## config.mk

```make
export PLATFORM = sky130hd
export DESIGN_NAME = mult_packed_result_accumulator
export DESIGN_NICKNAME = d
export VERILOG_FILES = /design/src/rtl/mult_packed_result_accumulator.sv
export SDC_FILE = /design/constraint.sdc
export NUM_CORES = 1
export LEC_CHECK = 0
export CORE_MARGIN = 8
export CORE_UTILIZATION = 40
export CTS_CLUSTER_SIZE = 20
export DETAILED_ROUTE_END_ITERATION = 8
export GPL_TIMING_DRIVEN = 0
export HOLD_SLACK_MARGIN = 0.06
export SETUP_SLACK_MARGIN = 0.15
export SLEW_MARGIN = 15
export SYNTH_ARGS = -nofsm -noshare
export SYNTH_HDL_FRONTEND = slang
export SYNTH_SLANG_ARGS = --single-unit
```

## constraint.sdc

```tcl
create_clock -name clk -period 3.7 [get_ports clk]
set_clock_uncertainty 0.1 [all_clocks]
set_input_delay 0.74 -clock clk [delete_from_list [all_inputs] [get_ports clk]]
set_output_delay 0.74 -clock clk [all_outputs]
set_load 0.1 [all_outputs]
```

## src/rtl/mult_packed_result_accumulator.sv

```systemverilog
// Purpose: unpack the 8x4 multiplier's product word into one or two lanes and sum each lane over a group of beats.
// Latency: a group's result is registered on out_* one cycle after its closing beat is accepted.
// Backpressure: in_ready falls while a result is held and rises the cycle after out_valid & out_ready.
module mult_packed_result_accumulator #(
    parameter int C_WIDTH    = 12,
    parameter int LANE_WIDTH = C_WIDTH / 2,
    parameter int ACC_WIDTH  = 24,
    parameter int CNT_WIDTH  = 8
) (
    input  logic                 clk,
    input  logic                 reset,
    input  logic                 in_valid,
    output logic                 in_ready,
    input  logic [C_WIDTH-1:0]   C,
    input  logic                 HALF_0,
    input  logic                 HALF_1,
    input  logic                 C_sign,
    input  logic                 in_last,
    output logic                 out_valid,
    input  logic                 out_ready,
    output logic [ACC_WIDTH-1:0] out_acc0,
    output logic [ACC_WIDTH-1:0] out_acc1,
    output logic                 out_half,
    output logic [CNT_WIDTH-1:0] out_count,
    output logic                 err_mode
);

    typedef enum logic [1:0] {
        IDLE  = 2'd0,
        ACCUM = 2'd1,
        HOLD  = 2'd2
    } state_t;

    state_t                 state;
    logic                   mode_half;
    logic [ACC_WIDTH-1:0]   acc0;
    logic [ACC_WIDTH-1:0]   acc1;
    logic [CNT_WIDTH-1:0]   cnt;

    logic                   accept;
    logic                   beat_ok;
    logic                   group_live;
    logic                   group_half;
    logic [ACC_WIDTH-1:0]   ext_full;
    logic [ACC_WIDTH-1:0]   ext_l0;
    logic [ACC_WIDTH-1:0]   ext_l1;
    logic [ACC_WIDTH-1:0]   add0;
    logic [ACC_WIDTH-1:0]   add1;
    logic [ACC_WIDTH-1:0]   sum0;
    logic [ACC_WIDTH-1:0]   sum1;
    logic [CNT_WIDTH-1:0]   cnt_inc;

    // Decoded from registered state only, so it never depends on this cycle's inputs.
    assign in_ready = (state != HOLD);
    assign accept   = in_valid & in_ready;

    // A beat counts if its mode is legal (exactly one HALF bit) and, mid-group, matches the latched mode.
    always_comb begin
        beat_ok    = (HALF_1 ^ HALF_0) & ((state == IDLE) | (HALF_1 == mode_half));
        group_live = beat_ok | (state == ACCUM);
        group_half = (state == IDLE) ? HALF_1 : mode_half;
    end

    // Lane extraction and sign/zero extension; the lane-1 addend is zero in full mode.
    always_comb begin
        ext_full = {{(ACC_WIDTH-C_WIDTH){C_sign & C[C_WIDTH-1]}}, C};
        ext_l0   = {{(ACC_WIDTH-LANE_WIDTH){C_sign & C[C_WIDTH-1]}}, C[C_WIDTH-1:LANE_WIDTH]};
        ext_l1   = {{(ACC_WIDTH-LANE_WIDTH){C_sign & C[LANE_WIDTH-1]}}, C[LANE_WIDTH-1:0]};
        add0     = HALF_1 ? ext_l0 : ext_full;
        add1     = HALF_1 ? ext_l1 : '0;
        sum0     = acc0 + add0;
        sum1     = acc1 + add1;
        cnt_inc  = (&cnt) ? cnt : cnt + {{(CNT_WIDTH-1){1'b0}}, 1'b1};
    end

    // Group state machine: accumulate accepted legal beats, publish on last, hold until taken.
    always_ff @(posedge clk) begin
        if (reset) begin
            state     <= IDLE;
            mode_half <= 1'b0;
            acc0      <= '0;
            acc1      <= '0;
            cnt       <= '0;
            out_valid <= 1'b0;
            out_acc0  <= '0;
            out_acc1  <= '0;
            out_half  <= 1'b0;
            out_count <= '0;
            err_mode  <= 1'b0;
        end else begin
            err_mode <= accept & ~beat_ok;
            case (state)
                IDLE, ACCUM: begin
                    if (accept) begin
                        if (in_last && group_live) begin
                            out_acc0  <= beat_ok ? sum0 : acc0;
                            out_acc1  <= beat_ok ? sum1 : acc1;
                            out_count <= beat_ok ? cnt_inc : cnt;
                            out_half  <= group_half;
                            out_valid <= 1'b1;
                            acc0      <= '0;
                            acc1      <= '0;
                            cnt       <= '0;
                            state     <= HOLD;
                        end else if (in_last) begin
                            // Dropped closing beat on an empty group: nothing to publish.
                            state <= IDLE;
                        end else if (beat_ok) begin
                            acc0      <= sum0;
                            acc1      <= sum1;
                            cnt       <= cnt_inc;
                            mode_half <= group_half;
                            state     <= ACCUM;
                        end
                    end
                end
                HOLD: begin
                    if (out_ready) begin
                        out_valid <= 1'b0;
                        state     <= IDLE;
                    end
                end
                default: state <= IDLE;
            endcase
        end
    end

endmodule

```

**Placed standard cells**

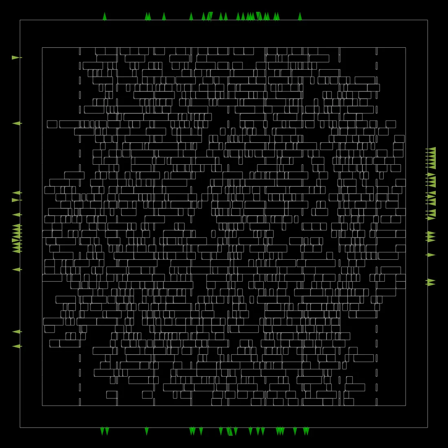
core area: 18,000 um^2
fraction of area in registers: 0.253
fin cells: 1,293
Seq cells: 118

**Power grid**

(3 px per um) Pins as bars on the die edge.
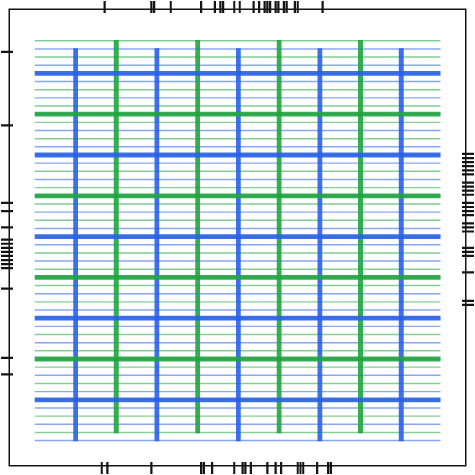
[VDD] green
[VSS] blue
met5 straps: 9
met1 rails: 50
rows: 49
met4 straps: 9
die span in x: 152 um
Die Span Y: 152 um
Peak VDD IR: 0.360 mV

==> flow_summary.json <==
{
  "outcome": "complete, no violations",
  "nNetsFinal": 1122,
  "synth-simple-area-share": 0.185,
  "met1_usage": 0.304,
  "dp_cells": 1254,
  "hold_slack_ns": 0.353,
  "cts_tree": "yes",
  "pwr-share-comb": 0.221,
  "critPathMaxFanout": 11,
  "ioPinCount": 80,
  "gp_congestion": 0.934,
  "synth.most_common_cell": "dfxtp_1",
  "fin_crit_sh": 0.950,
  "cts.sinks": 118,
  "power_leader": "clock",
  "top_logic_kind": "AND-OR/OR-AND gates",
  "grt_pass1_wl_um": 39400,
  "r2r-end": "acc0[5]",
  "yosys-top-cells-area": "dfxtp_1 32%, ha_1 8.2%, a21oi_1 7.1%, nand2_1 5.7%, nor2_1 5.4%",
  "postSynthCellCount": 946,
  "port_buffers": 79,
  "busiest_layer": "met2",
  "synth_top_area_share": 0.321,
  "layout-drive-gt1-share": 0.0987,
  "power.share.clock": 0.448,
  "yosysWarnings": 0,
  "dp_hpwl_um": 18600,
  "crit_arrival_ns": 3.75,
  "r2r_slack_ns": 0.82,
  "grt_max_degree": 17,
  "crit_slowest_cell": "clkdlybuf4s50_1",
  "required_ns": 3.93
}
**Cells by drive strength**

(2 px per um)
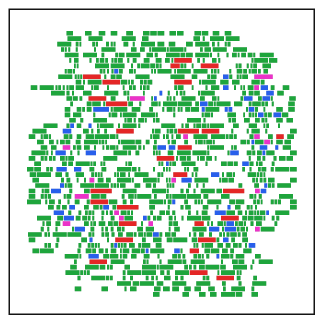
[_3 and _4 cells] magenta | cells: 16 | share: 1.5%
[_0 and _1 cells] green | cells: 959 | share: 90%
[_6 and larger] red | cells: 28 | share: 2.6%
[_2 cells] blue | cells: 61 | share: 5.7%
post-route cell area: 9330 um^2
bufs w/o clock: 145
slack of the critical path: 0.185 ns
Area Overhead vs Synth: 26.7%

[layout make-up]
| type | instances | area (um^2) | area share |
|---|---|---|---|
| Timing Repair inverter | 1 | 7.51 | 0.000805 |
| Sequential cell | 118 | 2360 | 0.253 |
| Tap cell | 229 | 287 | 0.0307 |
| Multi-Input combinational cell | 746 | 4840 | 0.519 |
| Buffer | 59 | 246 | 0.0264 |
| Clock buffer | 21 | 470 | 0.0504 |
| Timing Repair Buffer | 86 | 853 | 0.0915 |
| Inverter | 23 | 90.1 | 0.00966 |
| Clock inverter | 10 | 175 | 0.0188 |
[state kept, by name, indices dropped and copies added, names as in the netlist]
register	flops
acc1	24
err_mode	1
out_valid	1
out_acc1	24
acc0	24
out_half	1
mode_half	1
state	2
out_count	8
out_acc0	24
cnt	8
Power is estimated from default activity; no workload was simulated.
